ff_map.png
Scale bar: 10 um. Other sequential cells in the stronger gray, the rest of the logic in the fainter gray.
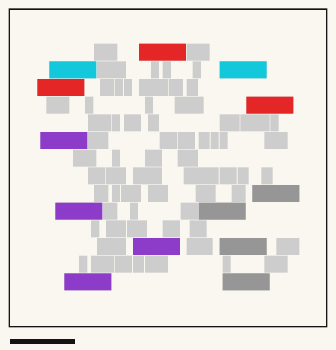
gates.png
Scale bar: 10 um.
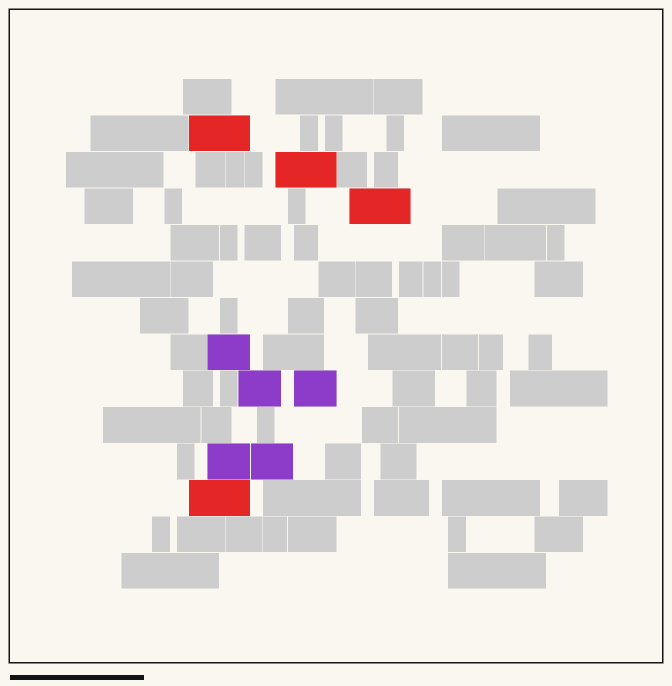
**config.mk**
```make
export PLATFORM = sky130hd
export DESIGN_NAME = rst_seq
export DESIGN_NICKNAME = d
export VERILOG_FILES = /design/src/rtl/rst_seq_pkg.sv /design/src/rtl/rst_seq_timer.sv /design/src/rtl/rst_seq.sv
export SDC_FILE = /design/constraint.sdc
export NUM_CORES = 1
export LEC_CHECK = 0
export CELL_PAD_IN_SITES_DETAIL_PLACEMENT = 0
export CELL_PAD_IN_SITES_GLOBAL_PLACEMENT = 1
export CORE_MARGIN = 4
export CORE_UTILIZATION = 39
export CTS_CLUSTER_SIZE = 8
export DETAILED_ROUTE_END_ITERATION = 10
export GPL_TIMING_DRIVEN = 0
export PLACE_DENSITY_LB_ADDON = 0.1
export SYNTH_ARGS = -nofsm -noshare
export SYNTH_HDL_FRONTEND = slang
export SYNTH_HIERARCHICAL = 1
export SYNTH_SLANG_ARGS = --single-unit
```
**constraint.sdc**
```tcl
create_clock -name clk -period 2.15 [get_ports clk]
set_clock_uncertainty 0.05 [all_clocks]
set_input_delay 0.215 -clock clk [delete_from_list [all_inputs] [get_ports clk]]
set_output_delay 0.215 -clock clk [all_outputs]
set_load 0.01 [all_outputs]
```
**src/rtl/rst_seq_pkg.sv**
```systemverilog
// Shared state encoding, default parameters and counter sizing for the reset sequencer.
package rst_seq_pkg;

  typedef enum logic [1:0] {
    ASSERT  = 2'b00,
    RELEASE = 2'b01,
    DONE    = 2'b10
  } state_e;

  localparam int DEF_NUM_DOMAINS = 3;
  localparam int DEF_HOLD_CYCLES = 4;
  localparam int DEF_GAP_CYCLES  = 8;

  function automatic int cnt_width(input int hold, input int gap);
    return $clog2((hold > gap) ? hold : gap) + 1;
  endfunction

endpackage

```
**src/rtl/rst_seq_timer.sv**
```systemverilog
// Clearable up-counter with a terminal-count flag against a run-time compare value.
module rst_seq_timer #(
  parameter int W = 4
) (
  input  logic         clk,
  input  logic         rst,
  input  logic         clr,
  input  logic         inc,
  input  logic [W-1:0] cmp,
  output logic         tc
);

  logic [W-1:0] count_r;

  // Counter register: clear wins over increment, holds otherwise.
  always_ff @(posedge clk) begin
    if (!rst) begin
      count_r <= {W{1'b0}};
    end else if (clr) begin
      count_r <= {W{1'b0}};
    end else if (inc) begin
      count_r <= count_r + W'(1);
    end else begin
      count_r <= count_r;
    end
  end

  assign tc = (count_r == cmp);

endmodule

```
**src/rtl/rst_seq.sv**
```systemverilog
// Power-on reset sequencer: holds all domains, then releases them one by one.
// Optional macro RST_SEQ_SWREQ_EN enables the software reset request input.
module rst_seq
  import rst_seq_pkg::*;
#(
  parameter int NUM_DOMAINS = DEF_NUM_DOMAINS,
  parameter int HOLD_CYCLES = DEF_HOLD_CYCLES,
  parameter int GAP_CYCLES  = DEF_GAP_CYCLES
) (
  input  logic                   clk,
  input  logic                   rst,
  input  logic                   sw_rst_req,
  output logic [NUM_DOMAINS-1:0] dom_rst_n,
  output logic                   all_ready,
  output logic                   busy
);

  localparam int CW    = cnt_width(HOLD_CYCLES, GAP_CYCLES);
  localparam int IDX_W = (NUM_DOMAINS > 1) ? $clog2(NUM_DOMAINS) : 1;
  localparam logic [NUM_DOMAINS-1:0] DOM_ONE = NUM_DOMAINS'(1);

  state_e                   state_r, next_state_s;
  logic [NUM_DOMAINS-1:0]   dom_r, next_dom_s;
  logic [IDX_W-1:0]         idx_r, next_idx_s;
  logic                     all_ready_r, busy_r;
  logic                     sw_req_s, tmr_clr_s, tmr_inc_s, tmr_tc_s;
  logic [CW-1:0]            tmr_cmp_s;

`ifdef RST_SEQ_SWREQ_EN
  assign sw_req_s = sw_rst_req;
`else
  // Port kept for pin compatibility; the request is masked off.
  assign sw_req_s = sw_rst_req & 1'b0;
`endif

  rst_seq_timer #(.W(CW)) u_timer (
    .clk (clk),
    .rst (rst),
    .clr (tmr_clr_s),
    .inc (tmr_inc_s),
    .cmp (tmr_cmp_s),
    .tc  (tmr_tc_s)
  );

  // Next-state, next-output and timer control decode.
  always_comb begin
    next_state_s = state_r;
    next_dom_s   = dom_r;
    next_idx_s   = idx_r;
    tmr_clr_s    = 1'b0;
    tmr_inc_s    = 1'b1;
    tmr_cmp_s    = CW'(HOLD_CYCLES - 1);
    case (state_r)
      ASSERT: begin
        if (sw_req_s) begin
          tmr_clr_s = 1'b1;
        end else if (tmr_tc_s) begin
          next_state_s = RELEASE;
          next_dom_s   = DOM_ONE;
          next_idx_s   = {IDX_W{1'b0}};
          tmr_clr_s    = 1'b1;
        end else begin
          tmr_clr_s = 1'b0;
        end
      end
      RELEASE: begin
        tmr_cmp_s = CW'(GAP_CYCLES - 1);
        if (sw_req_s) begin
          next_state_s = ASSERT;
          next_dom_s   = {NUM_DOMAINS{1'b0}};
          next_idx_s   = {IDX_W{1'b0}};
          tmr_clr_s    = 1'b1;
        end else if (tmr_tc_s) begin
          tmr_clr_s = 1'b1;
          if (idx_r < IDX_W'(NUM_DOMAINS - 1)) begin
            next_dom_s = dom_r | (DOM_ONE << (idx_r + IDX_W'(1)));
            next_idx_s = idx_r + IDX_W'(1);
          end else begin
            next_state_s = DONE;
          end
        end else begin
          tmr_clr_s = 1'b0;
        end
      end
      DONE: begin
        tmr_inc_s = 1'b0;
        if (sw_req_s) begin
          next_state_s = ASSERT;
          next_dom_s   = {NUM_DOMAINS{1'b0}};
          next_idx_s   = {IDX_W{1'b0}};
          tmr_clr_s    = 1'b1;
        end else begin
          tmr_clr_s = 1'b0;
        end
      end
      default: begin
        next_state_s = ASSERT;
        next_dom_s   = {NUM_DOMAINS{1'b0}};
        next_idx_s   = {IDX_W{1'b0}};
        tmr_clr_s    = 1'b1;
      end
    endcase
  end

  // State and registered outputs; flags derive from the next state so they align with it.
  always_ff @(posedge clk) begin
    if (!rst) begin
      state_r     <= ASSERT;
      dom_r       <= {NUM_DOMAINS{1'b0}};
      idx_r       <= {IDX_W{1'b0}};
      all_ready_r <= 1'b0;
      busy_r      <= 1'b1;
    end else begin
      state_r     <= next_state_s;
      dom_r       <= next_dom_s;
      idx_r       <= next_idx_s;
      all_ready_r <= (next_state_s == DONE);
      busy_r      <= (next_state_s != DONE);
    end
  end

  assign dom_rst_n = dom_r;
  assign all_ready = all_ready_r;
  assign busy      = busy_r;

endmodule

```
==> results.py <==
# Auto-generated metrics
metrics = {
    "run_status": {
        "status": "finished, final reports clean",
    },
    "setup_path": {
        "cp-end-kind": "flip-flop",
        "setup.worst_path.start_class": "flip-flop",
        "cp_max_fo": 8,
        "ff2ff_setup_slack_ns": 0.27,
        "rr_worst_depth": 6,
        "cp.arrival_ns": 1.99,
        "worstPathRequired_ns": 2.26,
    },
    "detailed_routing": {
        "routed_wl_mm": 1.02,
        "wl_per_cell_um": 10.9,
        "drc": 0,
        "drtIter0Drc": 5,
        "ant_nets": 0,
        "vias_per_cell": 4.94,
        "firstDrtPassIters": 4,
        "routed-via-count": 464,
    },
    "hold_path": {
        "min_path_type": "reg2reg",
        "min_path_cells": 2,
    },
    "clock_network": {
        "cts.path.max_buffers": 2,
        "cts.sinks": 13,
        "cts_hold_buf": 0,
        "clkTransAtPathRegs_ns": 0.08,
        "cts_made_buffers": 3,
        "clock.latency.late_pin_ns": 0.27,
        "postCtsSetupRepairBufs": 0,
        "htreeDepth": 1,
    },
    "final_layout": {
        "fin_util_pct": 49.4,
        "drive_gt1_share_pct": 12.8,
        "lay_top_count": "dfxtp_1",
        "logic_area_um2": 378,
        "regArea_um2": 260,
        "syn2layout_area_growth_pct": 18.1,
        "final_cell_mix": "13 x dfxtp_1, 6 x nor2_1, 6 x clkdlybuf4s50_1",
        "n_antenna_cell": 0,
    },
    "job": {
        "warning_count": 29,
        "max-cap-violations": 0,
    },
    "synth": {
        "avgSynthCellArea_um2": 9.62,
        "aoi_share_pct": 13.0,
        "edf_count": 0,
        "synth-seq-cells": 13,
        "yosys-stat-area_um2": 644,
        "synth_cell_types": 28,
        "synth_seq_share_pct": 40.4,
        "synthFlopType": "dfxtp_1",
        "yosys_cells": 67,
        "synth-adder-area-share_pct": 7.77,
        "ys_sh_xor_pct": 6.80,
        "ys_sh_simple_pct": 21.4,
        "syn_area_um2": 644,
        "yosysWarnings": 6,
        "async_flop_share_pct": 0,
    },
    "final_timing": {
        "drv_slew": 0,
        "fmax_mhz": 532,
        "setup_viol": 0,
        "min_period_ns": 1.88,
        "rsz0062_at_grt": "false",
        "period_used_pct": 87.4,
        "setup_slack_ns": 0.271,
        "hold_viol_final": 0,
        "tns_ns": 0,
    },
    "power": {
        "p_leak_uw": 0.000321,
        "ir_drop_mv": 0.280,
        "pwr_density_cell_nw_per_um2": 687,
    },
    "floorplan": {
        "core_um2": 1540,
        "dieArea_um2": 2370,
        "ioPinCount": 8,
        "die_w_um": 48.6,
        "fp_util_pct": 41.8,
        "die_h_um": 48.6,
        "num_rows": 14,
    },
    "grt": {
        "grt_overflow": 0,
        "antenna_found_initial": 0,
        "grt_pass1_vias": 420,
        "grt_usage_pct": 9.96,
        "grt_pass1_wl_mm": 1.85,
        "grt_max_degree": 11,
    },
    "placement": {
        "numPortBuffers": 6,
        "dp_hpwl_um": 766,
        "dp_slack_ns": 0.0934,
    },
}
## Picture notes: ff_map.png
signal	color	sequential cells
dom_rst_n	red	3
idx_r	cyan	2
u_timer/count_r	purple	4
not colored	4

## Picture notes: gates.png
family	color	cells
fa/ha/maj cells	red	4
xor and xnor cells	purple	5

registers in the layout, summed over array words and instances, names as in the netlist:
signal and count:
u_timer/count_r 4, dom_rst_n 3, idx_r 2, state_r 2, all_ready 1, busy 1
cell type report:
class | instances | area share (%)
multi-input cells | 51 | 49.7
flip-flops and latches | 13 | 34.2
repair buffers | 6 | 7.89
clock buffers | 4 | 3.45
well taps | 16 | 2.63
inverters | 3 | 1.48
plain buffers | 1 | 0.658
synth_stat cells, drive strengths merged (2+ instances only):
cell type  count  area share, %
dfxtp         13             40
nor2           6            3.5
nand2          4            2.3
ha             4            7.8
a21boi         2            2.9
inv            3            1.7
and2b          2            2.3
a21oi          3            2.9
nand3          2            1.6
a31oi          3            2.9
mux2i          3            4.7
or3b           2            2.7
conb           2            1.2
xor2           4            5.4
nand3b         3            3.5
timing repair:
action                                 CTS  global route
setup endpoints to repair                0            10
endpoints found under the hold margin    0             0
gates resized                            0             1
through the flow:
step	cells	area [um2]	hold slack (ns)	power, uW
after floorplan	68	648	0.298	349
after global routing	94	761	0.488	558
final	94	761	0.424	523
after detailed placement	90	728	0.412	375
after CTS	94	754	0.431	528
after global placement	90	728	0.400	375
power breakdown:
group	internal, uW	total, uW	switching, uW
logic	51.3	101	49.3
clock network	71.7	150	78.8
registers	257	271	14.1
total	380	523	142
final timing paths:
path / startpoint / to
max: state_r[1]$_SDFF_PN0_ / dom_rst_n[2]$_SDFFE_PN0P_
min: dom_rst_n[1]$_SDFFE_PN0P_ / dom_rst_n[1]$_SDFFE_PN0P_
max reg2reg: state_r[1]$_SDFF_PN0_ / dom_rst_n[2]$_SDFFE_PN0P_
min reg2reg: dom_rst_n[1]$_SDFFE_PN0P_ / dom_rst_n[1]$_SDFFE_PN0P_
cell families (layout without fill, tap and decap cells):
logic type               Yosys count  count (layout)
AND-OR/OR-AND                     11              11
other                              2               3
XOR/XNOR                           5               5
AND/OR/NAND/NOR                   24              24
multiplexers                       4               4
adder cells (fa/ha/maj)            4               4
flip-flops                        13              13
buffers and inverters              4              14
layer usage:
layer  routed length (um)  global-route usage [%]  up-vias
met2                  413                    12.8        5
met5                    0                       0        -
met4                   12                    5.38        0
met3                   42                    3.68        2
li1                     -                       -      248
met1                  553                    14.0      209
worst max-delay path, cell delays in order, from the launching register on:
cell and delay, ns:
dfxtp_1 0.44, and2b_1 0.23, xor2_1 0.15, nor4_2 0.31
or3b_1 0.38, nand3_1 0.14, nor2_1 0.07
Power is estimated from default activity; no workload was simulated.
